--- config.mk ---
export PLATFORM = sky130hd
export DESIGN_NAME = uart_rx_fsm
export DESIGN_NICKNAME = d
export VERILOG_FILES = /design/src/rtl/uart_rx_fsm.sv
export SDC_FILE = /design/constraint.sdc
export NUM_CORES = 1
export LEC_CHECK = 0
export CAP_MARGIN = 30
export CORE_UTILIZATION = 50
export CTS_CLUSTER_DIAMETER = 50
export CTS_CLUSTER_SIZE = 40
export DETAILED_ROUTE_END_ITERATION = 8
export PLACE_DENSITY = 0.89
export SYNTH_ARGS = -nofsm -noshare
export SYNTH_HDL_FRONTEND = slang
export SYNTH_SLANG_ARGS = --single-unit
export TNS_END_PERCENT = 20
--- constraint.sdc ---
create_clock -name CLK -period 3.3 [get_ports CLK]
set_input_delay 0.33 -clock CLK [delete_from_list [all_inputs] [get_ports CLK]]
set_output_delay 0.33 -clock CLK [all_outputs]
set_load 0.02 [all_outputs]
--- src/rtl/uart_rx_fsm.sv ---
// UART receiver control FSM: tracks oversample edge and bit position, sequences
// the sampler/deserializer/checker enables and reports per-frame results.
module uart_rx_fsm #(
  parameter int DATA_WIDTH = 8
) (
  input  logic       CLK,
  input  logic       RST,
  input  logic       RX_IN,
  input  logic       PAR_EN,
  input  logic [5:0] Prescale,
  input  logic       strt_glitch,
  input  logic       par_err,
  input  logic       stp_err,
  output logic [5:0] edge_counter,
  output logic [3:0] bit_counter,
  output logic       data_samp_en,
  output logic       deser_en,
  output logic       strt_chk_en,
  output logic       par_chk_en,
  output logic       stp_chk_en,
  output logic       data_valid,
  output logic       par_error,
  output logic       frame_error
);

  typedef enum logic [2:0] {IDLE, START, DATA, PARITY, STOP} state_t;

  localparam logic [3:0] LAST_DATA_BIT = 4'(DATA_WIDTH);

  state_t     state;
  logic [5:0] last_edge;
  logic       par_en_q;
  logic       perr;
  logic [5:0] last_dec;
  logic       bit_end;

  // Unsupported oversampling ratios fall back to 8 ticks per bit.
  always_comb begin
    last_dec = 6'd7;
    case (Prescale)
      6'd16:   last_dec = 6'd15;
      6'd32:   last_dec = 6'd31;
      default: last_dec = 6'd7;
    endcase
  end

  assign bit_end      = (state != IDLE) && (edge_counter == last_edge);
  assign data_samp_en = (state != IDLE);
  assign strt_chk_en  = (state == START);
  assign par_chk_en   = (state == PARITY);
  assign stp_chk_en   = (state == STOP);
  assign deser_en     = (state == DATA) && bit_end;

  always_ff @(posedge CLK or negedge RST) begin
    if (!RST) begin
      state        <= IDLE;
      edge_counter <= '0;
      bit_counter  <= '0;
      last_edge    <= 6'd7;
      par_en_q     <= 1'b0;
      perr         <= 1'b0;
      data_valid   <= 1'b0;
      par_error    <= 1'b0;
      frame_error  <= 1'b0;
    end else begin
      data_valid  <= 1'b0;
      par_error   <= 1'b0;
      frame_error <= 1'b0;
      if (state != IDLE)
        edge_counter <= bit_end ? 6'd0 : edge_counter + 6'd1;
      case (state)
        IDLE: begin
          // Frame format is latched here and held until the frame completes.
          if (!RX_IN) begin
            state        <= START;
            edge_counter <= '0;
            bit_counter  <= '0;
            last_edge    <= last_dec;
            par_en_q     <= PAR_EN;
            perr         <= 1'b0;
          end
        end
        START: begin
          if (bit_end) begin
            if (strt_glitch) begin
              state       <= IDLE;
              bit_counter <= '0;
            end else begin
              state       <= DATA;
              bit_counter <= bit_counter + 4'd1;
            end
          end
        end
        DATA: begin
          if (bit_end) begin
            bit_counter <= bit_counter + 4'd1;
            if (bit_counter == LAST_DATA_BIT)
              state <= par_en_q ? PARITY : STOP;
          end
        end
        PARITY: begin
          if (bit_end) begin
            perr        <= par_err;
            bit_counter <= bit_counter + 4'd1;
            state       <= STOP;
          end
        end
        STOP: begin
          if (bit_end) begin
            state       <= IDLE;
            bit_counter <= '0;
            data_valid  <= ~perr & ~stp_err;
            par_error   <= perr;
            frame_error <= stp_err;
          end
        end
        default: state <= IDLE;
      endcase
    end
  end

endmodule

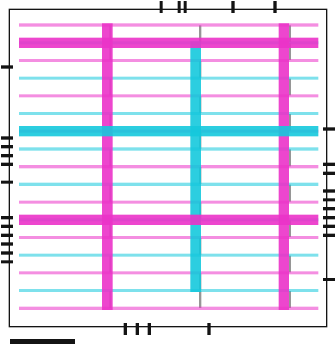
Run 1: PDN straps and rails
Bar = 10 um. Pins as bars on the die edge. Tap cells in gray.
Key: VSS = magenta; VDD = cyan
17 met1 rails follow the rows. 27 tap cells. 3 straps on met5. 31 signal pins sit on the boundary. 3 straps on met4.
Die X: 48.55 um
die height: 48.55 um
core footprint: 2002 um2

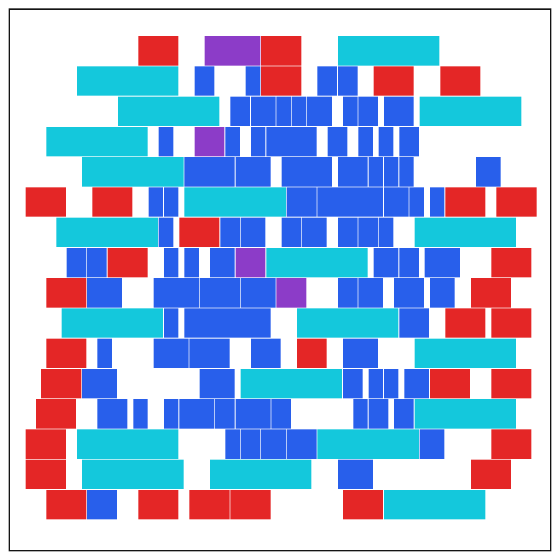
Run 1: placed cells, one color a class
Key: other buffers and delay cells = red [cells 31, share of their area 22%]; clock drivers and dummy loads = purple [cells 4, share of their area 2.6%]; all other logic = blue [cells 90, share of their area 40%]; flops = cyan [cells 20, share of their area 36%]
final non-filler cell area: 1440 um2
final core utilization: 71.94%
total number of placement rows: 16
sequential share of cell area: 34.75%

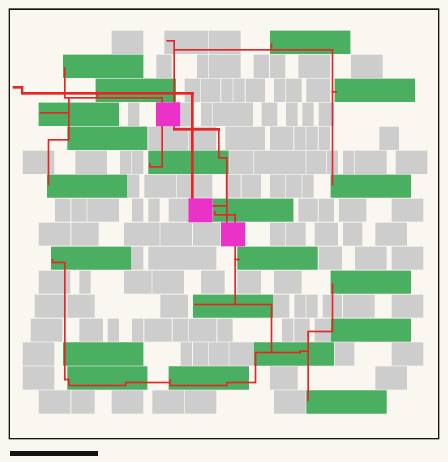
Run 1: routed clock nets over the placement
Bar = 10 um.
Key: cells driving clock nets = magenta [count 3]; clock wires = red [length 234 um]; flip-flops = green [count 20]
There are 4 routed clock nets. Position of the flops: all over the die.
clock network latency to the later pin of the worst-skew pair: 0.29 ns
part of the total power dissipated in the clock network: 12.7%
final setup skew: 0.002573 ns
power in the clock group: 0.000140 W

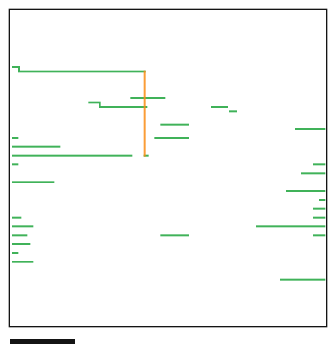
Run 1: wiring by layer
Bar = 10 um. Only two layers are drawn.
Key: met3 = green [wire length 135 um]; met4 = orange [wire length 12.9 um]
GR Util All Layers: 20.38%
routed wire length: 2229 um
number of vias in the routed layout: 950
post-detailed-route wirelength per cell: 12.96 um

[run 1: worst max-delay path, delay by kind of cell (launching register included)]
kind	cells	cell delay [ns]
buffers and inverters	3	0.93
and+or+nand+nor	4	0.55
DFF	1	0.57
[run 1: stage by stage]
| step | power [W] | setup slack [ns] | instance area, um2 | hold slack (ns) |
|---|---|---|---|---|
| 4_1_cts | 0.001114 | 0.6226 | 1440 | 0.4562 |
| 6_report | 0.001106 | 0.6351 | 1440 | 0.4516 |
| 3_5_place_dp | 0.0009667 | 0.9842 | 1404 | 0.4393 |
| 5_1_grt | 0.001182 | 0.4878 | 1440 | 0.4791 |
| 3_3_place_gp | 0.0009471 | 1.035 | 1404 | 0.4375 |
| 2_1_floorplan | 0.0007539 | 1.445 | 1084 | 0.03441 |
[run 1: cell type report]
class,instances,share of cell area [%]
multi-input combinational,84,37.27
sequential,20,34.75
timing repair buffer,31,21.37
clock buffer,4,2.520
tap,27,2.346
inverter,6,1.738
[run 1: worst max-delay path by stage]
| stage | end | slack, ns | cells past startpoint |
|---|---|---|---|
| 2_1_floorplan | deser_en | 1.45 | 4 |
| 3_3_place_gp | deser_en | 1.03 | 7 |
| 3_5_place_dp | deser_en | 0.98 | 7 |
| 4_1_cts | deser_en | 0.62 | 7 |
| 5_1_grt | deser_en | 0.49 | 7 |
| 6_report | deser_en | 0.64 | 7 |
[run 1: power breakdown]
part / total [W] / leakage (nW) / switching (W) / internal [W]
Clock: 0.000140 / 0.0210 / 0.0000730 / 0.0000672
Sequential: 0.000428 / 0.257 / 0.000111 / 0.000317
Combinational: 0.000538 / 0.338 / 0.000292 / 0.000245
Total: 0.00111 / 0.616 / 0.000476 / 0.000630
==> results.txt, run 1 <==
status: finished clean
Distinct lib cells used: 39
htree depth: 1
routability-driven placement congestion ratio: 0.8466
number of flip-flops under the largest register name: 6
ratio of total power to cell area: 768.1 nW/um2
average instance area after synthesis: 9.589 um2
transition time at the pin with the least slew margin: 0.8824 ns
critical path, cell by cell: nor3_4, inv_4, nand3_2, nor4_4, buf_4, and3_1, clkdlybuf4s50_1
number of flops mapped to enable cells by yosys: 0
number of antenna diodes: 0
cell types with the highest counts after synthesis: sky130_fd_sc_hd__dfrtp_1 (20), sky130_fd_sc_hd__nand2_1 (16), sky130_fd_sc_hd__nand3_1 (7), sky130_fd_sc_hd__nor2_1 (7), sky130_fd_sc_hd__o21ai_0 (6)
Worst Hold Path Cells: 1
total count of hold-check failures in the final report: 0
routing layer with the top usage in global route: met2
register containing the most flip-flops in the final layout: edge_counter
PortBufs: 30
number of warnings the tools reported: 27
Warnings, synthesis: 0
number of instances in the placed design: 168
first-pass GRT wire length: 3732 um
ys async rst share: 100.0%
Gates resized, CTS repair: 0
Sink Count: 20
yosys aoi share: 13.28%
max_cap viols: 0
leftover overflow at the end of global routing: 0
worst reg2reg path depth: 6
count of instantiated cells in the yosys netlist: 113
most frequent cell after synthesis: sky130_fd_sc_hd__dfrtp_1
detailed-routed wire length on met3: 135 um
maximum number of pins on one net before global-route repair: 21
number of violations reported at the end of detailed-routing iteration 0: 18
Core Density at Floorplan: 54.12%
critical path launch point: state[1]
cell at the root of the clock tree: sky130_fd_sc_hd__clkbuf_4
minimum setup slack among reg-to-reg paths: 1.48 ns
Critical-path top delay cell: sky130_fd_sc_hd__clkdlybuf4s50_1
crit path capture type: primary output
final critical-path required period: 2.665 ns
ys flops: 20
most numerous logic cell after layout: sky130_fd_sc_hd__clkdlybuf4s50_1
highest routed layer: met4
hold path start: perr
multiplexer area fraction after synthesis: 0%
met3 usage: 5.031%
post-route setup TNS: 0 ns
met2 Resource Use GR: 32.39%
count of mapped cells out of synthesis: 113
Worst R2R Start: state[1]
peak supply drop: 0.0004556 V
number of nets in the final layout: 162
Top cells excl fill/tap: sky130_fd_sc_hd__clkdlybuf4s50_1 (30), sky130_fd_sc_hd__dfrtp_1 (20), sky130_fd_sc_hd__nand2_1 (16)
hold path endpoint: data_valid
post-synth net total: 129
vias in the first global route: 844
required time of the worst setup path: 2.97 ns
number of placed I/O pins: 31
number of nets with antenna violations after detailed routing: 0
highest attainable clock frequency: 375.2 MHz
initial antenna violation count: 0
critical path peak fanout: 15
clock buffer depth: 2
half-perimeter wire length of the detailed placement result: 1670 um
max incr delay on CP: 0.59 ns
Inserted Clock Buffers: 3
fill count: 156
dominant non-sequential cell family after synthesis: simple AND/OR/NAND/NOR gates
setup repair after global routing missed its margin: false
total area of sequential cells: 500.5 um2
Simple Share, Synth: 29.56%
CP arrival: 2.33 ns
leading register cell type out of synthesis: sky130_fd_sc_hd__dfrtp_1
Final Max Tran Viols: 0
Post-Synth Adder-Cell Area: 3.464%
MI comb area: 536.8 um2
synthesized-area fraction occupied by xor and xnor cells: 3.233%
hold bufs inserted after CTS: 0
number of detailed-route iterations in the first pass: 6
via density per instance: 5.523
main area contributors: sky130_fd_sc_hd__dfrtp_1 (46%), sky130_fd_sc_hd__nand2_1 (5.5%), sky130_fd_sc_hd__ha_1 (3.5%), sky130_fd_sc_hd__nand3_1 (3.2%), sky130_fd_sc_hd__o21ai_0 (2.8%)
kind of critical path: register to primary output
Static Leakage: 0.6155 nW
slew margin rel.: 40.99%
clock transition time at the flip-flop clock pins of the worst setup and hold paths: 0.11 ns
non-filler cells, final: 172
number of endpoints failing setup at the final stage: 0
relative area change from synthesis to final layout: 32.91%
routed length on met1: 1049 um
final worst-path cycle share: 80.76%
sort of element at the start of the critical path: register
top flop regs: edge_counter x6, bit_counter x4, state x3
proportion of layout cells with a drive suffix above 1: 8.966%
fraction of post-synthesis cell area in the top cell type by area: 46.19%
WL met2: 1031 um
met1 usage: 27.44%
chip area estimate from yosys synthesis: 1084 um2
register area share after synthesis: 46.19%
Post-Syn Area: 1084 um2
remaining routing DRC violations: 0
area leader, netlist: sky130_fd_sc_hd__dfrtp_1
clock tree from TritonCTS: yes
path class of the lowest-slack min-delay path: register to register
number of buffers inserted to repair setup after CTS: 0
capture point of the worst reg-to-reg path: bit_counter[2]
floorplan die area: 2357 um2
Run 1, clock routing:
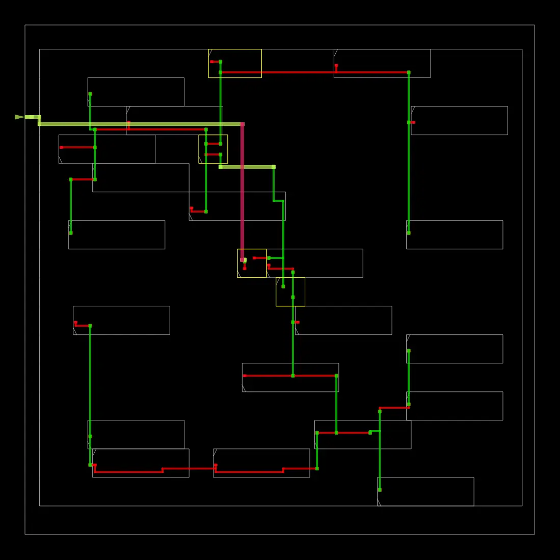

## Run 2: what changed since run 1
--- a/config.mk
+++ b/config.mk
@@ -6,11 +6,11 @@
 export NUM_CORES = 1
 export LEC_CHECK = 0
 export CAP_MARGIN = 30
-export CORE_UTILIZATION = 50
+export CORE_UTILIZATION = 46
 export CTS_CLUSTER_DIAMETER = 50
 export CTS_CLUSTER_SIZE = 40
 export DETAILED_ROUTE_END_ITERATION = 8
-export PLACE_DENSITY = 0.89
+export PLACE_DENSITY = 0.84
 export SYNTH_ARGS = -nofsm -noshare
 export SYNTH_HDL_FRONTEND = slang
 export SYNTH_SLANG_ARGS = --single-unit
==> constraint.sdc (replaced) <==
create_clock -name CLK -period 2.8 [get_ports CLK]
set_input_delay 0.28 -clock CLK [delete_from_list [all_inputs] [get_ports CLK]]
set_output_delay 0.28 -clock CLK [all_outputs]
set_load 0.02 [all_outputs]
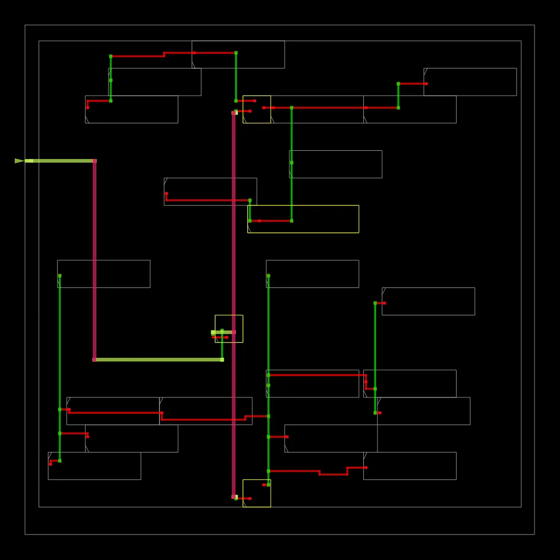
Run 2: clock routing
FF+latch count: 20
Sink Count: 20
power in the clock group: 0.000239 W

==> run 2 against run 1 <==
Effect of this change: first-iteration DRC count is 11% higher; combinational power is 18% higher; critical path type unchanged; utilization is 6.0 points lower; worst hold slack better by 0.0051 ns; largest cell class unchanged; sequential share of layout area is 0.42 points lower; via count is 0.84% higher; die size is 8.3% higher; sequential cell count stayed put; cell count is 0.58% higher; wire length is 5.4% higher; global-route usage is 1.3 points higher.
==> results.txt, run 2 <==
status: finished clean
chip area estimate from yosys synthesis: 1084 um2 (unchanged)
capture point of the worst reg-to-reg path: bit_counter[2]
main area contributors: sky130_fd_sc_hd__dfrtp_1 (46%), sky130_fd_sc_hd__nand2_1 (5.5%), sky130_fd_sc_hd__ha_1 (3.5%), sky130_fd_sc_hd__nand3_1 (3.2%), sky130_fd_sc_hd__o21ai_0 (2.8%)
htree depth: 1 (unchanged)
dominant non-sequential cell family after synthesis: simple AND/OR/NAND/NOR gates
die height: 50.54 um (+4.1%)
count of instantiated cells in the yosys netlist: 113 (unchanged)
Final Max Tran Viols: 0 (unchanged)
number of violations reported at the end of detailed-routing iteration 0: 20 (+2)
Top cells excl fill/tap: sky130_fd_sc_hd__clkdlybuf4s50_1 (30), sky130_fd_sc_hd__dfrtp_1 (20), sky130_fd_sc_hd__nand2_1 (16)
number of flip-flops under the largest register name: 6 (unchanged)
routability-driven placement congestion ratio: 0.8186 (-3.3%)
MI comb area: 536.8 um2 (unchanged)
floorplan die area: 2554 um2 (+8.3%)
count of mapped cells out of synthesis: 113 (unchanged)
critical path, cell by cell: nor3_4, inv_4, nand3_2, nor4_4, and3_1, clkdlybuf4s50_1
power consumption: 0.001378 W (+25%)
crit path capture type: primary output
maximum number of pins on one net before global-route repair: 21 (unchanged)
register containing the most flip-flops in the final layout: edge_counter
number of antenna diodes: 0 (unchanged)
kind of cell with the highest combined delay on the critical path: buffers and inverters
ys flops: 20 (unchanged)
Distinct lib cells used: 39 (unchanged)
detailed-routed wire length on met3: 130 um (-3.7%)
required time of the worst setup path: 2.52 ns (-0.45 ns)
fraction of post-synthesis cell area in the top cell type by area: 46.19% (unchanged)
most frequent cell after synthesis: sky130_fd_sc_hd__dfrtp_1
relative area change from synthesis to final layout: 34.53%
clock network latency to the later pin of the worst-skew pair: 0.32 ns (+0.03 ns)
first-pass GRT wire length: 4091 um (+9.6%)
sort of element at the start of the critical path: register
number of placed I/O pins: 31 (unchanged)
leftover overflow at the end of global routing: 0 (unchanged)
cell at the root of the clock tree: sky130_fd_sc_hd__clkbuf_4
minimum setup slack after placement: 0.6730 ns (-0.3112 ns)
multiplexer area fraction after synthesis: 0% (unchanged)
Core Density at Floorplan: 48.98% (-5.1 points)
via density per instance: 5.538 (+0.26%)
slew margin rel.: 39.19% (-1.8 points)
buffer-and-inverter tally for the worst setup path: 2 (-1)
max_cap viols: 0 (unchanged)
Worst R2R Start: state[1]
initial antenna violation count: 0 (unchanged)
Post-Syn Area: 1084 um2 (unchanged)
total count of hold-check failures in the final report: 0 (unchanged)
vias in the first global route: 916 (+8.5%)
fill count: 197 (+26%)
Warnings, synthesis: 0 (unchanged)
minimum setup slack among reg-to-reg paths: 0.93 ns (-0.55 ns)
routed wire length: 2350 um (+5.4%)
highest routed layer: met4
number of warnings the tools reported: 27 (unchanged)
routed length on met1: 1016 um (-3.1%)
path class of the lowest-slack min-delay path: input port to async pin
WL met2: 1146 um (+11%)
register area share after synthesis: 46.19% (unchanged)
worst reg2reg path depth: 6 (unchanged)
leading register cell type out of synthesis: sky130_fd_sc_hd__dfrtp_1
most numerous logic cell after layout: sky130_fd_sc_hd__clkdlybuf4s50_1
number of detailed-route iterations in the first pass: 4 (-2)
number of nets with antenna violations after detailed routing: 0 (unchanged)
critical path peak fanout: 11 (-4)
ys async rst share: 100.0% (unchanged)
PortBufs: 30 (unchanged)
Inserted Clock Buffers: 3 (unchanged)
hold bufs inserted after CTS: 0 (unchanged)
cell types with the highest counts after synthesis: sky130_fd_sc_hd__dfrtp_1 (20), sky130_fd_sc_hd__nand2_1 (16), sky130_fd_sc_hd__nand3_1 (7), sky130_fd_sc_hd__nor2_1 (7), sky130_fd_sc_hd__o21ai_0 (6)
GR Util All Layers: 21.71% (+1.3 points)
highest attainable clock frequency: 399.3 MHz
clock tree from TritonCTS: yes
proportion of layout cells with a drive suffix above 1: 8.966% (unchanged)
final critical-path required period: 2.504 ns
ratio of total power to cell area: 945.5 nW/um2 (+23%)
number of vias in the routed layout: 958 (+0.84%)
Simple Share, Synth: 29.56% (unchanged)
number of flops mapped to enable cells by yosys: 0 (unchanged)
half-perimeter wire length of the detailed placement result: 1751 um (+4.9%)
remaining routing DRC violations: 0 (unchanged)
Die X: 50.54 um (+4.1%)
yosys aoi share: 13.28% (unchanged)
post-detailed-route wirelength per cell: 13.58 um (+4.8%)
number of instances in the placed design: 169 (+0.60%)
synthesized-area fraction occupied by xor and xnor cells: 3.233% (unchanged)
Post-Synth Adder-Cell Area: 3.464% (unchanged)
non-filler cells, final: 173 (+0.58%)
final worst-path cycle share: 89.44%
number of buffers inserted to repair setup after CTS: 0 (unchanged)
Critical-path top delay cell: sky130_fd_sc_hd__clkdlybuf4s50_1
top flop regs: edge_counter x6, bit_counter x4, state x3
number of endpoints failing setup at the final stage: 0 (unchanged)
post-route setup TNS: 0 ns (unchanged)
max incr delay on CP: 0.60 ns (about the same)
average instance area after synthesis: 9.589 um2 (unchanged)
number of nets in the final layout: 162 (unchanged)
final setup skew: 0.01341 ns (+0.01084 ns)
clock transition time at the flip-flop clock pins of the worst setup and hold paths: 0.12 ns (about the same)
setup repair after global routing missed its margin: false
total area of sequential cells: 500.5 um2 (unchanged)
kind of critical path: register to primary output
final setup slack of the worst path: 0.2957 ns (-0.3394 ns)
clock buffer depth: 2 (unchanged)
transition time at the pin with the least slew margin: 0.9092 ns (+0.02680 ns)
CP arrival: 2.22 ns (-0.11 ns)
post-synth net total: 129 (unchanged)
area leader, netlist: sky130_fd_sc_hd__dfrtp_1
Gates resized, CTS repair: 0 (unchanged)
peak supply drop: 0.0005689 V (+25%)
Static Leakage: 0.6225 nW (+1.1%)
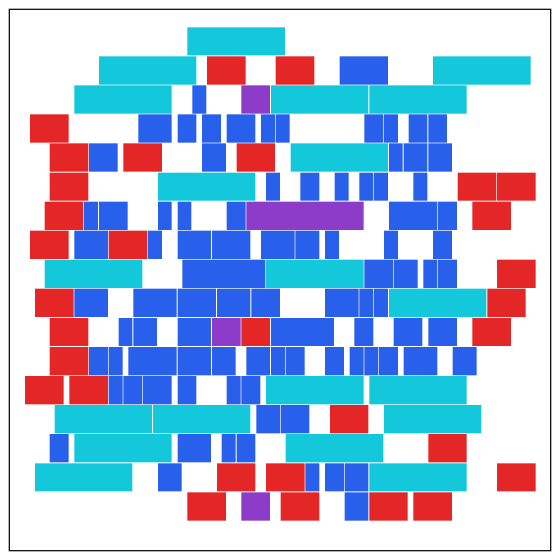
Run 2: placed cells, one color a class
Key: all other logic = blue [cells 90, share of their area 39%]; clock drivers and dummy loads = purple [cells 4, share of their area 3.7%]; flops = cyan [cells 20, share of their area 35%]; other buffers and delay cells = red [cells 31, share of their area 22%]
final core utilization: 65.89%
total number of placement rows: 17
sequential share of cell area: 34.33%
final non-filler cell area: 1458 um2
core footprint: 2212 um2

[run 2: netlist changes by cell type in the layout (fill, tap and decap cells not counted)]
cell                        previous run  this run
sky130_fd_sc_hd__bufinv_16             0         1
sky130_fd_sc_hd__clkbuf_8              1         0
[run 2: logic make-up after synthesis]
kind of cell,Yosys count
adder cells (fa/ha/maj),3
XOR/XNOR,4
flip-flops,20
AND/OR/NAND/NOR,55
buffers and inverters,9
AND-OR/OR-AND,22
[run 2: how the worst max path moves through the flow]
stage                     depth (start not counted)  slack [ns]       end       startpoint
after detailed placement                          6        0.67  deser_en         state[1]
after CTS                                         6        0.30  deser_en         state[1]
after global placement                            6        0.72  deser_en         state[1]
final                                             6        0.30  deser_en         state[1]
after global routing                              6        0.17  deser_en         state[1]
after floorplan                                   4         1.0  deser_en  edge_counter[4]
[run 2: metrics by stage]
step | hold WS (ns) | area, um2 | util (%)
2_1_floorplan | -0.01559 | 1084 | -
3_3_place_gp | 0.4372 | 1405 | 63.52
3_5_place_dp | 0.4537 | 1405 | 63.52
4_1_cts | 0.4710 | 1458 | 65.89
5_1_grt | 0.4870 | 1458 | 65.89
6_report | 0.4567 | 1458 | 65.89
[run 2: per-layer routing]
| layer | track usage [%] | up-vias |
|---|---|---|
| li1 | - | 467 |
| met1 | 26.26 | 454 |
| met2 | 36.22 | 32 |
| met3 | 3.636 | 5 |
| met4 | 12.50 | 0 |
| met5 | 0 | - |
[run 2: final cells by class]
type                       instances  share of cell area [%]
multi-input combinational         84                   36.82
sequential                        20                   34.33
timing repair buffer              31                   21.12
tap                               28                   2.403
clock inverter                     1                   2.060
inverter                           6                   1.717
clock buffer                       3                   1.545
[run 2: power by group]
part	total (W)	switching, W	internal, W
registers	0.000506	0.000132	0.000374
logic	0.000634	0.000344	0.000290
clock network	0.000239	0.0000941	0.000145
No activity file was given, so power comes from the tool's default toggle rates.
